==> config.mk <==
export PLATFORM = sky130hd
export DESIGN_NAME = mult_rr_scheduler
export DESIGN_NICKNAME = d
export VERILOG_FILES = /design/src/rtl/mult_rr_scheduler.sv
export SDC_FILE = /design/constraint.sdc
export NUM_CORES = 1
export LEC_CHECK = 0
export CORE_AREA = 2 2 183 185
export DETAILED_ROUTE_END_ITERATION = 16
export DIE_AREA = 0 0 185 187
export PLACE_DENSITY = 0.61
export REMOVE_ABC_BUFFERS = 1
export SLEW_MARGIN = 20
export SYNTH_ARGS = -nofsm -noshare
export SYNTH_HDL_FRONTEND = slang
export SYNTH_SLANG_ARGS = --single-unit
==> constraint.sdc <==
create_clock -name clk -period 5.2 [get_ports clk]
set_clock_uncertainty 0.05 [all_clocks]
set_input_delay 1.04 -clock clk [delete_from_list [all_inputs] [get_ports clk]]
set_output_delay 1.04 -clock clk [all_outputs]
set_load 0.02 [all_outputs]
Floorplan with the power grid:
Pins as bars on the die edge. Tap cells in grey.
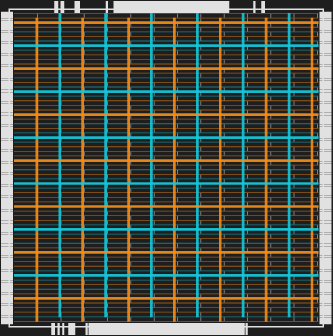
Key: VDD = cyan; VSS = orange
68 met1 rails follow the rows. 13 straps on met5. 467 signal pins sit on the boundary. 13 straps on met4. 448 tap cells.
overall die width: 185 um
die boundary height: 187 um

Placement by cell class:
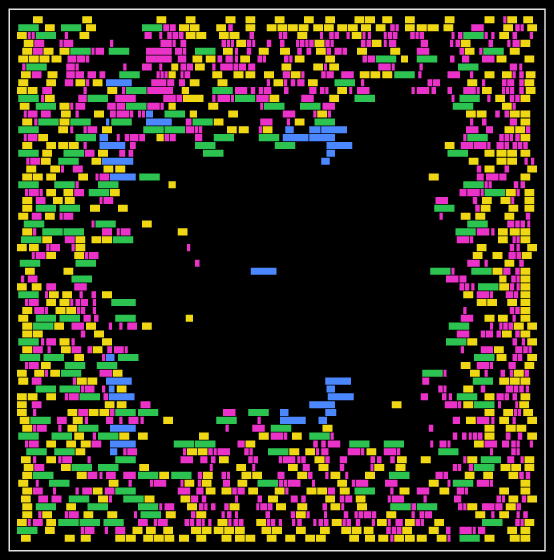
Key: remaining logic cells = magenta [cells 691]; clock drivers and dummy loads = blue [cells 32]; registers = green [cells 142]; remaining buffers and delay cells = yellow [cells 477]
placement row count: 67
final non-filler cell area: 12970 sq um
area of the core region: 32860 sq um

Clock network drawn from the DEF:
Bar = 50 um.
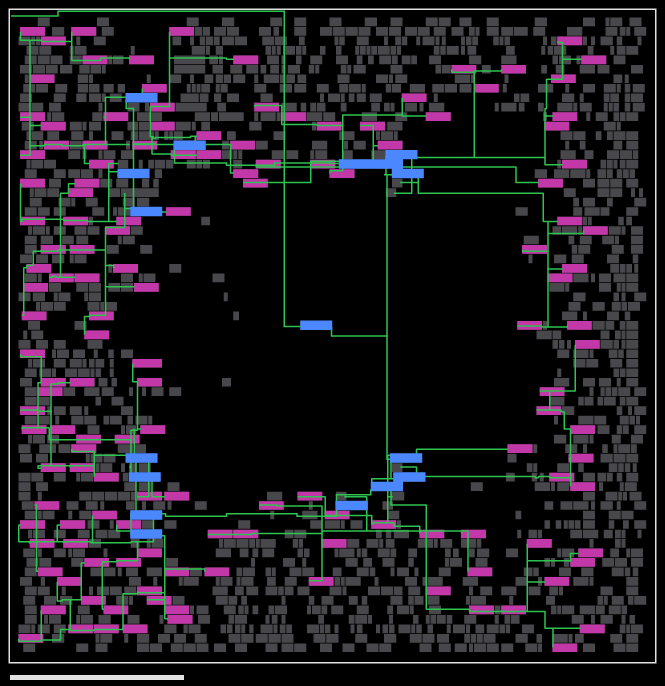
Key: flip-flops = magenta [count 142]; clock wires = green [length 2500 um]; clock-net drivers = blue [count 17]
There are 18 routed clock nets.
clock network power consumption: 0.00123 W
clock latency on the worst-skew pair: 0.42 ns
clock share of power: 27.7%

Signal wires by layer:
Bar = 50 um.
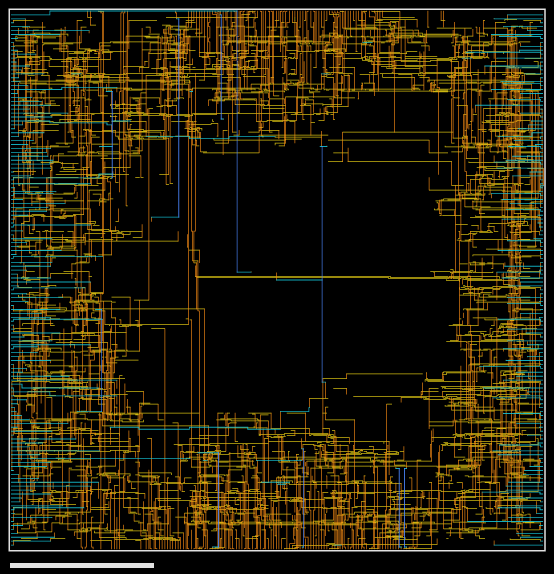
Key: M3 = cyan [wire length 2910 um]; M1 = yellow [wire length 11400 um]; M4 = blue [wire length 463 um]; M2 = orange [wire length 14100 um]
Vias: 8071
overall routing resource usage: 15.99%
per-cell routed wire length: 16.12 um
overall routed net length: 28860 um

==> flow_summary.toml <==
# implementation run metrics
[critical_path]
worst_setup_path_start_kind = "input port"
critPathBufInv = 4
timing.reg2reg.setup_slack_ns = 1.79
timing_worst_setup_path_type = "in -> out"
critical_path.cell_chain = "clkdlybuf4s50_1, inv_1, o221a_2, o22a_1, inv_1, ha_2, and2_1, clkdlybuf4s50_1"
worstSetupEndpointType = "output port"
critPathArrivalTime_ns = 3.45
crit_fanout = 7
cp_top_family = "buffers and inverters"

[power]
worst_ir_drop_vdd_mv = 0.1922
comb_power_share_pct = 41.5
power_density_nw_per_um2 = 343.7
pg_comb_w = 0.00185
seq_cell_power_w = 0.00137
power.switching_fraction_pct = 36.88
dominant_power_group = "combinational cells"

[layout]
comb_area_share_pct = 30.55
syn2layout_area_growth_pct = 74.78
multi_input_comb_area_sq_um = 3964
layout.buffer.nonclock.area_share_pct = 36.69
final.signal_inverter_count = 72
largest_register_ffs = 64
top_area_cell_class = "non-clock buffers"
ff_count = 142
drive_gt1_share_pct = 8.048
antenna_cells_inserted = 0

[synthesis]
yosysSeqAreaShare_pct = 38.29
synth_top_cell_by_count = "sky130_fd_sc_hd__dfxtp_1"
synthCells = 919
yosys_register_bits = 142
synth-edff-count = 0
yosys-top-cells-area = "sky130_fd_sc_hd__dfxtp_1, sky130_fd_sc_hd__a211oi_2, sky130_fd_sc_hd__mux2i_1, sky130_fd_sc_hd__a21oi_1, sky130_fd_sc_hd__nor2_1"
yosys_cells = 919
post_synthesis_instance_area_sq_um = 7423

[sta]
slew_violations = 0
final-hold-violation-count = 0
max_freq_mhz = 220.3
rsz_0062_raised_after_global_routing = "no"

[placement]
buffer_ports.inserted = 466
place_hpwl_um = 21220
dp_slack_ns = 0.5430
globalplace.congestion = 0.7591

[run]
max-cap-violations = 0
log.warning_count = 30

[clocking]
root_buffer = "sky130_fd_sc_hd__clkbuf_16"
numCtsBuffers = 17

[detailed_routing]
drt_pass1_iterations = 4
postRouteAntennaNets = 0
detail_route.iter0.violations = 259

[global_route]
number_of_antenna_violations_at_the_first_check_in_global_routing = 0
grt_start_max_net_pins = 127

[floorplanning]
io_pins = 467

[status]
run_status = "finished clean"
## layer usage
metal	GRT usage, %	vias up	routed length [um]
met2	28.42	321	14050
met1	17.27	3713	11440
met3	6.639	23	2905
li1	-	4014	-
met4	4.457	0	463
met5	0	-	0
## cells by family (layout without fill, tap and decap cells)
kind of cell,Yosys count,in the layout,share of synthesized area (%)
buffers and inverters,158,581,8.899
flip-flops,142,142,38.29
AND/OR/NAND/NOR,224,224,12.19
XOR/XNOR,2,2,0.2360
multiplexers,65,65,8.764
AND-OR/OR-AND,321,321,30.34
adder cells (fa/ha/maj),7,7,1.281
## layout by cell type (no fill, tap or decap), types with 2 or more instances in the layout
cell type,instances
sky130_fd_sc_hd__nor3_1,3
sky130_fd_sc_hd__and2_1,4
sky130_fd_sc_hd__nor2_1,136
sky130_fd_sc_hd__a21oi_1,124
sky130_fd_sc_hd__nor2b_1,6
sky130_fd_sc_hd__ha_4,3
sky130_fd_sc_hd__a211o_1,3
sky130_fd_sc_hd__a311oi_1,3
sky130_fd_sc_hd__clkinvlp_4,2
sky130_fd_sc_hd__mux2i_1,65
sky130_fd_sc_hd__clkbuf_16,17
sky130_fd_sc_hd__inv_8,2
sky130_fd_sc_hd__a22oi_1,61
sky130_fd_sc_hd__o21ai_0,61
sky130_fd_sc_hd__clkdlybuf4s50_1,465
sky130_fd_sc_hd__inv_1,72
sky130_fd_sc_hd__dfxtp_1,141
sky130_fd_sc_hd__clkinv_4,2
sky130_fd_sc_hd__ha_1,2
sky130_fd_sc_hd__nand2_1,65
sky130_fd_sc_hd__nand2b_1,3
sky130_fd_sc_hd__a221oi_1,3
sky130_fd_sc_hd__a211oi_1,4
sky130_fd_sc_hd__inv_6,6
sky130_fd_sc_hd__a211oi_2,58
sky130_fd_sc_hd__buf_4,10
No activity file was given, so power comes from the tool's default toggle rates.
